==> src/rtl/mem_access_unit.sv <==
// mem_access_unit: MIPS32 memory-stage load/store unit.
// Runs one req/ack transaction on the data-memory port for each load or store
// in MEM. It also formats the load result and stalls the pipeline until the
// access completes.
//
// Parameters:
//   TIMEOUT        max BUSY cycles without dmem_ack before the access is aborted (>=1)
// Ports:
//   clk, rst_n     clock (rising edge), asynchronous active-low reset
//   mem_read_m     load in MEM
//   mem_write_m    store in MEM (wins if both set)
//   mem_size_m     00 byte, 01 half, 10/11 word
//   mem_unsigned_m zero-extend loads when set
//   alu_out_m      effective byte address
//   write_data_m   right-justified store data
//   dmem_*         data-memory request port (registered, latched at issue)
//   read_data_m    registered formatted load result
//   stall_m        combinational pipeline freeze
//   addr_err_m     combinational misalignment flag
//   bus_err_m      registered one-cycle abort pulse
module mem_access_unit #(
  parameter int unsigned TIMEOUT = 255
) (
  input  logic        clk,
  input  logic        rst_n,
  input  logic        mem_read_m,
  input  logic        mem_write_m,
  input  logic [1:0]  mem_size_m,
  input  logic        mem_unsigned_m,
  input  logic [31:0] alu_out_m,
  input  logic [31:0] write_data_m,
  output logic        dmem_req,
  output logic        dmem_we,
  output logic [31:0] dmem_addr,
  output logic [3:0]  dmem_be,
  output logic [31:0] dmem_wdata,
  input  logic [31:0] dmem_rdata,
  input  logic        dmem_ack,
  output logic [31:0] read_data_m,
  output logic        stall_m,
  output logic        addr_err_m,
  output logic        bus_err_m
);

  localparam int unsigned CntW = (TIMEOUT > 1) ? $clog2(TIMEOUT) : 1;
  localparam logic [CntW-1:0] CntLast = CntW'(TIMEOUT - 1);

  typedef enum logic [1:0] {StIdle, StBusy, StDone} state_e;

  state_e          state_q, state_d;
  logic            req_q, req_d;
  logic            we_q, we_d;
  logic [31:0]     addr_q, addr_d;
  logic [3:0]      be_q, be_d;
  logic [31:0]     wdata_q, wdata_d;
  logic [31:0]     rdata_q, rdata_d;
  logic            bus_err_q, bus_err_d;
  logic [CntW-1:0] cnt_q, cnt_d;
  // Load-format context, latched at issue since EX/MEM inputs are ignored afterwards.
  logic [1:0]      lo_q, lo_d;
  logic [1:0]      size_q, size_d;
  logic            uns_q, uns_d;

  logic            op;
  logic            misaligned;
  logic            issue;
  logic [3:0]      be_issue;
  logic [31:0]     wdata_issue;

  function automatic logic [31:0] fmt_load(logic [31:0] rd, logic [1:0] lo, logic [1:0] sz,
                                           logic uns);
    logic [7:0]  b;
    logic [15:0] h;
    logic [31:0] r;
    b = 8'(rd >> {lo, 3'b000});
    h = lo[1] ? rd[31:16] : rd[15:0];
    case (sz)
      2'b00:   r = uns ? {24'b0, b} : {{24{b[7]}}, b};
      2'b01:   r = uns ? {16'b0, h} : {{16{h[15]}}, h};
      default: r = rd;
    endcase
    return r;
  endfunction

  assign op         = mem_read_m | mem_write_m;
  assign misaligned = op & (((mem_size_m == 2'b01) & alu_out_m[0]) |
                            (mem_size_m[1] & (alu_out_m[1:0] != 2'b00)));
  assign issue      = (state_q == StIdle) & op & ~misaligned;

  always_comb begin
    be_issue    = 4'b1111;
    wdata_issue = write_data_m;
    case (mem_size_m)
      2'b00: begin
        be_issue    = 4'b0001 << alu_out_m[1:0];
        wdata_issue = {4{write_data_m[7:0]}};
      end
      2'b01: begin
        be_issue    = alu_out_m[1] ? 4'b1100 : 4'b0011;
        wdata_issue = {2{write_data_m[15:0]}};
      end
      default: ;
    endcase
  end

  always_comb begin
    state_d   = state_q;
    req_d     = req_q;
    we_d      = we_q;
    addr_d    = addr_q;
    be_d      = be_q;
    wdata_d   = wdata_q;
    rdata_d   = rdata_q;
    bus_err_d = 1'b0;
    cnt_d     = cnt_q;
    lo_d      = lo_q;
    size_d    = size_q;
    uns_d     = uns_q;
    unique case (state_q)
      StIdle: begin
        if (issue) begin
          state_d = StBusy;
          req_d   = 1'b1;
          we_d    = mem_write_m;
          addr_d  = {alu_out_m[31:2], 2'b00};
          be_d    = be_issue;
          wdata_d = wdata_issue;
          cnt_d   = '0;
          lo_d    = alu_out_m[1:0];
          size_d  = mem_size_m;
          uns_d   = mem_unsigned_m;
        end
      end
      StBusy: begin
        // Ack in the final timeout cycle is checked first, so it completes cleanly.
        if (dmem_ack) begin
          state_d = StDone;
          req_d   = 1'b0;
          if (!we_q) rdata_d = fmt_load(dmem_rdata, lo_q, size_q, uns_q);
        end else if (cnt_q == CntLast) begin
          state_d   = StDone;
          req_d     = 1'b0;
          bus_err_d = 1'b1;
          if (!we_q) rdata_d = '0;
        end else begin
          cnt_d = cnt_q + 1'b1;
        end
      end
      StDone: state_d = StIdle;
      default: state_d = StIdle;
    endcase
  end

  always_ff @(posedge clk or negedge rst_n) begin
    if (!rst_n) begin
      state_q   <= StIdle;
      req_q     <= 1'b0;
      we_q      <= 1'b0;
      addr_q    <= '0;
      be_q      <= '0;
      wdata_q   <= '0;
      rdata_q   <= '0;
      bus_err_q <= 1'b0;
      cnt_q     <= '0;
      lo_q      <= '0;
      size_q    <= '0;
      uns_q     <= 1'b0;
    end else begin
      state_q   <= state_d;
      req_q     <= req_d;
      we_q      <= we_d;
      addr_q    <= addr_d;
      be_q      <= be_d;
      wdata_q   <= wdata_d;
      rdata_q   <= rdata_d;
      bus_err_q <= bus_err_d;
      cnt_q     <= cnt_d;
      lo_q      <= lo_d;
      size_q    <= size_d;
      uns_q     <= uns_d;
    end
  end

  assign dmem_req    = req_q;
  assign dmem_we     = we_q;
  assign dmem_addr   = addr_q;
  assign dmem_be     = be_q;
  assign dmem_wdata  = wdata_q;
  assign read_data_m = rdata_q;
  assign bus_err_m   = bus_err_q;
  assign stall_m     = issue | (state_q == StBusy);
  assign addr_err_m  = misaligned;

endmodule

==> config.mk <==
export PLATFORM = sky130hd
export DESIGN_NAME = mem_access_unit
export DESIGN_NICKNAME = d
export VERILOG_FILES = /design/src/rtl/mem_access_unit.sv
export SDC_FILE = /design/constraint.sdc
export NUM_CORES = 1
export LEC_CHECK = 0
export ABC_AREA = 1
export CAP_MARGIN = 5
export CORE_ASPECT_RATIO = 0.7
export CORE_MARGIN = 1.5
export CORE_UTILIZATION = 40
export CTS_CLUSTER_DIAMETER = 50
export DETAILED_ROUTE_END_ITERATION = 7
export MAX_ROUTING_LAYER = met4
export PLACE_DENSITY = 0.8
export SYNTH_ARGS = -nofsm -noshare
export SYNTH_HDL_FRONTEND = slang
export SYNTH_SLANG_ARGS = --single-unit
export TNS_END_PERCENT = 20
==> constraint.sdc <==
create_clock -name clk -period 1.3 [get_ports clk]
set_input_delay 0.26 -clock clk [delete_from_list [all_inputs] [get_ports clk]]
set_output_delay 0.26 -clock clk [all_outputs]
set_load 0.01 [all_outputs]
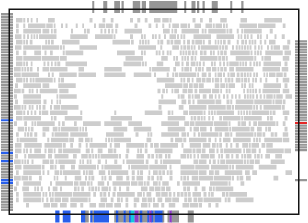
Fig. 1. Ports around the boundary (run 1).
(2 px per um) Pins as bars across the die edge, other pins in grey.
[mem_size_m] cyan | pins: 2 | direction: input | edge: bottom
[write_data_m] blue | pins: 32 | direction: input | edge: 27 bottom, 5 left
[dmem_be] purple | pins: 4 | direction: output | edge: bottom
[mem_unsigned_m] red | pins: 1 | direction: input | edge: right
all pins by edge: 73 left, 56 bottom, 42 right, 38 top

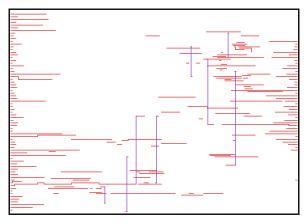
Fig. 2. Wiring by layer (run 1).
(2 px per um) Two of the layers only.
[metal 4] purple | wire length: 209 um
[metal 3] red | wire length: 1560 um
post-detailed-route wirelength per cell: 14.98 um
wirelength, routed: 17870 um

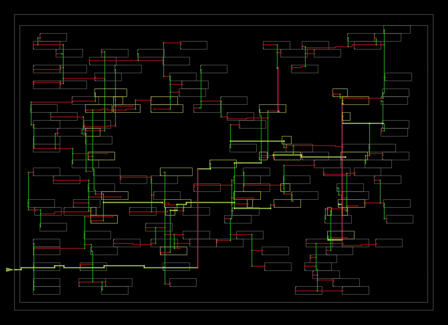
Fig. 3. Clock routing (run 1).
CLK BUF: 20
total clock network power: 4.81 mW
total CTS buffers: 17
sequential cell count: 116
Worst Clk Skew: 0.007393 ns

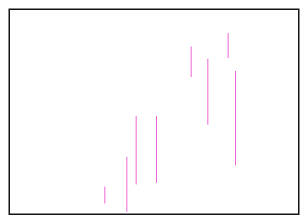
Fig. 4. The metal 4 layer (run 1).
(2 px per um)
share of all routed wire: 1.2%
wire length on this layer: 209 um
main direction: vertical
longest straight run: 46.9 um
via count: 5811

==> run summary, run 1 <==
The synthesis and PnR run went through. In the layout the commonest cells are sky130_fd_sc_hd__nand2_1, sky130_fd_sc_hd__dfrtp_1, sky130_fd_sc_hd__clkdlybuf4s50_1, sky130_fd_sc_hd__buf_2, sky130_fd_sc_hd__buf_4. Synthesis instantiated 27 different standard cells from the library. Count of final setup violators landed at 117. The data required time reported for the critical path is 1.04 ns. Arrival time of data at the critical path endpoint landed at 1.29 ns. Before placement the cells fill 41.69% of the core. Looking at the VDD voltage map, the peak drop is 0.001126 V.

Number of cell rows landed at 35. The detailed placer reported the number of placed instances as 1152. Setup slack on the worst path after placement came out at -0.6596 ns.

After layout, the worst setup slack is -0.2513 ns. Total of warnings raised by yosys landed at 0. Leftover overflow at the end of global routing landed at 0. The type recorded for the worst min-delay path is in2reg. Synthesis-to-finish area growth landed at 54.52%.

For reference, the critical path is launched at state_q[0]. The run finished, with violations left. Adding up every negative setup slack in the final design gives -13.21 ns. STA classifies the critical path startpoint as a flop. After the last flow step, the layout net total stands at 1101. Overall power consumption landed at 18.09 mW. After floorplanning, the core was sized to cover 13360 um2. Per the gpl log, the routability congestion estimate is 0.9667. The timing report lists the critical path depth as 4 cells. Source-to-sink clock delay at the later pin of the worst-skew pair landed at 0.41 ns.

STA shows the worst min-delay path finishing at dmem_we. Leakage dissipation landed at 4.628 nW. First-pass GRT wire length landed at 27960 um. Worst hold path cell count landed at 4. Iteration count of the initial detailed-routing pass landed at 5. Remaining routing DRC violations landed at 0. The number of antenna violations at the first check in global routing was 0.

The root buffer cell chosen for the clock tree is sky130_fd_sc_hd__clkbuf_16. The setup check on the worst reg-to-reg path leaves a slack of -0.25 ns. The number of antenna diodes in the final layout is 0. Summed over all routing layers, the global router reports a total usage of 25.82%. Die extent in y landed at 101.7 um. The report lists the power per cell area as 2102 nW/um2. Maximum clock path buffer count landed at 2.

The post-route utilization of the core is recorded as 64.41%. The checks that failed: setup timing. Number of H-tree levels landed at 4. Counting I/O delays and the setup requirement, the final critical path takes 1.551 ns. Final cell count without fillers landed at 1193.

With fillers left out, the area of the finished cells amounts to 8603 um2. STA lists the endpoint of the worst register-to-register path as read_data_m[5]. Final worst hold slack landed at 0.2413 ns. The slowest stage of the critical path belongs to the cell sky130_fd_sc_hd__dfrtp_1. Fraction of final layout cells sized beyond drive strength 1 landed at 24.70%. The final timing report lists a max-slew violation count of 0.

TritonCTS built the clock tree. Clock sink total landed at 116. For reference, the critical path is captured by stall_m. STA lists the startpoint of the worst hold path as mem_write_m.
run 1: kinds of logic (layout without fill, tap and decap cells):
logic type / after synthesis / after routing / synth area share (%)
buf+inv: 66 / 347 / 6.225
other cells: 1 / 2 / 0.06735
xor+xnor: 3 / 3 / 0.4720
flops: 116 / 116 / 52.13
compound gates: 78 / 78 / 7.461
fa+ha+maj: 2 / 2 / 0.4494
simple gates: 460 / 460 / 33.19
run 1: flip-flops by register name, summed over array words and instances, names as in the netlist:
register and count:
dmem_addr 30, read_data_m 32, dmem_be 4, cnt_q 8, uns_q 1, dmem_we 1
bus_err_m 1, dmem_req 1, lo_q 2, dmem_wdata 32, size_q 2, state_q 2
run 1: final cells by class:
class                           count  area, um2
Clock buffer                       20      456.7
Clock inverter                     12      155.1
Fill cell                        1143       4753
Inverter                           31      133.9
Multi-Input combinational cell    545       2386
Sequential cell                   116       2903
Tap cell                          185      231.5
Timing Repair Buffer              284       2337
run 1: Yosys cell counts:
cell type	count	area, um2
sky130_fd_sc_hd__nand2_1	365	1370
sky130_fd_sc_hd__dfrtp_1	116	2903
sky130_fd_sc_hd__nor2_1	43	161.4
sky130_fd_sc_hd__o21ai_0	41	205.2
sky130_fd_sc_hd__nand3_1	29	145.1
sky130_fd_sc_hd__a21oi_1	26	130.1
sky130_fd_sc_hd__inv_1	25	93.84
sky130_fd_sc_hd__clkbuf_1	11	41.29
sky130_fd_sc_hd__buf_4	8	60.06
sky130_fd_sc_hd__buf_6	8	90.09
sky130_fd_sc_hd__o211ai_1	8	60.06
sky130_fd_sc_hd__or2_2	8	50.05
sky130_fd_sc_hd__buf_2	7	35.03
sky130_fd_sc_hd__nand2_2	7	43.79
sky130_fd_sc_hd__inv_2	6	22.52
sky130_fd_sc_hd__xor2_1	3	26.28
sky130_fd_sc_hd__a211oi_1	2	15.01
sky130_fd_sc_hd__ha_1	2	25.02
sky130_fd_sc_hd__nor2_2	2	12.51
sky130_fd_sc_hd__nor3_1	2	10.01
sky130_fd_sc_hd__buf_1	1	3.750
sky130_fd_sc_hd__conb_1	1	3.750
sky130_fd_sc_hd__nand2_4	1	11.26
sky130_fd_sc_hd__nand3_4	1	17.52
sky130_fd_sc_hd__nand4_1	1	6.260
sky130_fd_sc_hd__nor2_8	1	20.02
sky130_fd_sc_hd__o21ai_1	1	5.000
run 1: power by group:
part	total, mW	internal [mW]	leakage, nW	switching, mW
combinational	7.31	3.12	2.87	4.18
clock	4.81	3.12	0.296	1.69
sequential	5.97	5.11	1.46	0.865
total	18.1	11.3	4.63	6.74
run 1: what timing repair did:
| action | in CTS | in global routing |
|---|---|---|
| pin swaps | 7 | 7 |
| setup buffers | 5 | 0 |
| hold buffers | 1 | 0 |
| endpoints found under the setup margin | 217 | 160 |
| gates resized | 370 | 71 |
| endpoints found under the hold margin | 32 | 0 |
| cloned | 1 | 2 |
run 1: layer usage:
| metal | track usage (%) | vias up |
|---|---|---|
| met5 | - | - |
| met4 | 8.242 | 0 |
| met3 | 6.288 | 18 |
| met2 | 39.05 | 286 |
| met1 | 34.22 | 2694 |
| li1 | - | 2813 |
==> run 1 -> run 2 <==
--- a/config.mk
+++ b/config.mk
@@ -9,11 +9,12 @@
 export CAP_MARGIN = 5
 export CORE_ASPECT_RATIO = 0.7
 export CORE_MARGIN = 1.5
-export CORE_UTILIZATION = 40
+export CORE_UTILIZATION = 41
+export CTS_BUF_LIST = sky130_fd_sc_hd__clkbuf_8
 export CTS_CLUSTER_DIAMETER = 50
 export DETAILED_ROUTE_END_ITERATION = 7
 export MAX_ROUTING_LAYER = met4
-export PLACE_DENSITY = 0.8
+export PLACE_DENSITY = 0.82
 export SYNTH_ARGS = -nofsm -noshare
 export SYNTH_HDL_FRONTEND = slang
 export SYNTH_SLANG_ARGS = --single-unit
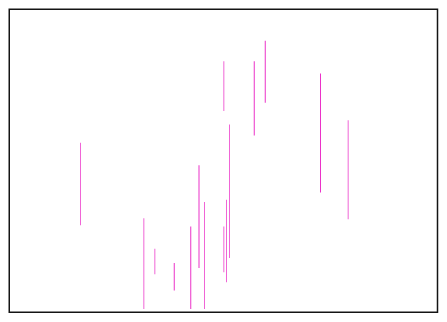
Fig. 5. The metal 4 layer (run 2).
(3 px per um)
main direction: vertical
longest straight run: 44.2 um
wirelength, routed: 17870 um
via count: 5797

==> run summary, run 2 <==
The synthesis and PnR run went through. Among all flip-flop cells after synthesis, the most frequent one is sky130_fd_sc_hd__dfrtp_1. Total of warnings raised by yosys landed at 0 (unchanged). Internal cell power landed at 10.26 mW (-9.6%). Count of final setup violators landed at 88 (-25%).

The checks that failed: setup timing. Maximum clock path buffer count landed at 2 (unchanged). The overall routing resource usage is 26.11% (+0.29 points).

In the post-synthesis netlist, the biggest area contributors are sky130_fd_sc_hd__dfrtp_1, sky130_fd_sc_hd__nand2_1, sky130_fd_sc_hd__o21ai_0, sky130_fd_sc_hd__nor2_1, sky130_fd_sc_hd__nand3_1. Per STA, the startpoint of the critical path is mem_write_m. Per-cell routed wire length landed at 15.06 um (+0.57%). Power per unit of standard cell area landed at 2008 nW/um2 (-4.5%). Remaining routing DRC violations landed at 0 (unchanged). Clock tree synthesis selected as its root buffer the cell sky130_fd_sc_hd__clkbuf_8. The final worst hold slack came to 0.2951 ns (+0.05380 ns). The number of antenna diodes is 0 (unchanged). Final period demand of the worst path landed at 1.558 ns (+0.006722 ns). Final worst setup slack landed at -0.2580 ns (-0.006722 ns). Iteration count of the initial detailed-routing pass landed at 5 (unchanged). The share of the core filled with cells is 63.61% (-0.80 points). The count of different cell masters after synthesis is 27 (unchanged).

In the post-synthesis netlist, the cell with the most instances is sky130_fd_sc_hd__nand2_1. The top-area cell type share of the netlist area is 52.13% (unchanged). The flow ran to the end, but the final reports show violations.

The required time at the worst-slack endpoint is 1.04 ns (about the same). Sorting the Yosys area breakdown by cell type puts at the top sky130_fd_sc_hd__dfrtp_1. The worst setup path is launched from an input port.

The number of buffers inserted during clock tree synthesis is 17 (unchanged). The fraction of power consumed by the clock network was 19.9% (-6.7 points). Area used by sequential logic in the layout landed at 2903 um2 (unchanged).

The leftover overflow at the end of global routing was 0 (unchanged). The leakage dissipation was 4.508 nW (-2.6%). Share of total power in combinational logic landed at 44.2% (+3.8 points).

The final cell count without fillers was 1186 (-0.59%). The maximum resistive drop on vdd came to 0.0009156 V (-19%). Switching fraction of total power landed at 39.26% (+2.0 points). The sequential share of power came to 35.9% (+2.9 points). First-pass GRT wire length landed at 27900 um (-0.20%).

The fraction of final layout cells sized beyond drive strength 1 came to 27.07% (+2.4 points). The tightest min-delay check is of the in2async type. The worst setup skew after layout was 0.01322 ns (+0.005825 ns).

The number of pins with negative max-slew slack in the final report is 0 (unchanged). The arrival time of data at the critical path endpoint is 1.30 ns (about the same). Number of cell rows landed at 35 (unchanged).

Switching power landed at 6.632 mW (-1.6%). Count of filler cells inserted in the layout landed at 1147 (+0.35%).
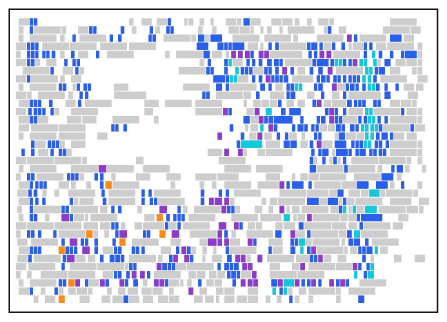
Fig. 6. Gate families picked out (run 2).
(3 px per um)
[aoi and oai cells] purple | cells: 78
[and/or cells] orange | cells: 8 | where: lower left
[nor cells] cyan | cells: 48
[nand cells] blue | cells: 404 | where: spread over the die

-- run 2: netlist changes by cell type in the layout (fill, tap and decap cells not counted), sizes merged, moves of 4 or more --
cell           delta
buf              +15
clkbuf           -18
clkdlybuf4s15     -5
clkinv            -4
inv               +4
-- run 2: cell families after synthesis --
| logic type | count (synthesis) | synth area share [%] |
|---|---|---|
| AOI/OAI and AO/OA | 78 | 7.461 |
| xor gates and xnor gates | 3 | 0.4720 |
| adders and majority gates | 2 | 0.4494 |
| buffers and inverters | 66 | 6.225 |
| DFF | 116 | 52.13 |
| other | 1 | 0.06735 |
| and+or+nand+nor | 460 | 33.19 |
-- run 2: final cells by class --
class | instances | area share [%]
inverter | 31 | 1.443
tap | 185 | 2.751
multi-input combinational | 545 | 29.98
timing repair buffer | 278 | 26.55
clock inverter | 12 | 1.666
clock buffer | 19 | 3.108
sequential | 116 | 34.50
-- run 2: worst max-delay path: stages --
cell                              delay, ns
sky130_fd_sc_hd__clkdlybuf4s50_1       0.48
sky130_fd_sc_hd__nor2_1                0.07
sky130_fd_sc_hd__nor3_2                0.19
sky130_fd_sc_hd__nand2_2               0.09
sky130_fd_sc_hd__nand2_2               0.10
sky130_fd_sc_hd__buf_6                 0.11
-- run 2: metal layers --
metal / global-route usage (%) / share of wire (%) / up-vias
met5: - / 0 / -
met1: 33.53 / 43 / 2714
li1: - / - / 2790
met2: 39.89 / 45 / 259
met4: 8.882 / 2.2 / 0
met3: 7.553 / 9.3 / 34
-- run 2: what timing repair did --
| item | 4_1_cts | 5_1_grt |
|---|---|---|
| hold buffers | 1 | 0 |
| endpoints found under the hold margin | 19 | 0 |
| gates cloned | 0 | 2 |
| setup buffers | 2 | 2 |
| resized | 428 | 58 |
| endpoints found under the setup margin | 216 | 119 |
| pin swaps | 7 | 10 |
-- run 2: power by group through the flow --
stage / logic (mW) / clock network, mW / registers, mW
after floorplan: 3.01 / 0 / 6.60
after global placement: 8.15 / 0 / 5.99
after detailed placement: 8.31 / 0 / 6.00
after CTS: 7.12 / 3.45 / 5.95
after global routing: 8.19 / 3.67 / 6.24
final: 7.46 / 3.37 / 6.06
-- run 2: final timing paths --
path                            cells past startpoint         endpoint  slack [ns]
worst max-delay path                                6          stall_m       -0.26
worst min register to register                      2    dmem_addr[29]        0.47
min in group clk                                    3    dmem_addr[17]        0.36
worst max register to register                     12  read_data_m[31]       -0.25
max in group asynchronous                           3    dmem_addr[23]        0.50
worst min-delay path                                2         cnt_q[5]        0.30
-- run 2: metrics by stage --
stage,setup TNS (ns),area (um2)
floorplan,-2.859,5572
global placement,-46.43,8220
detailed placement,-52.22,8220
CTS,-8.292,8193
global route,-18.60,8413
finish,-9.047,8413
No activity file was given, so power comes from the tool's default toggle rates.
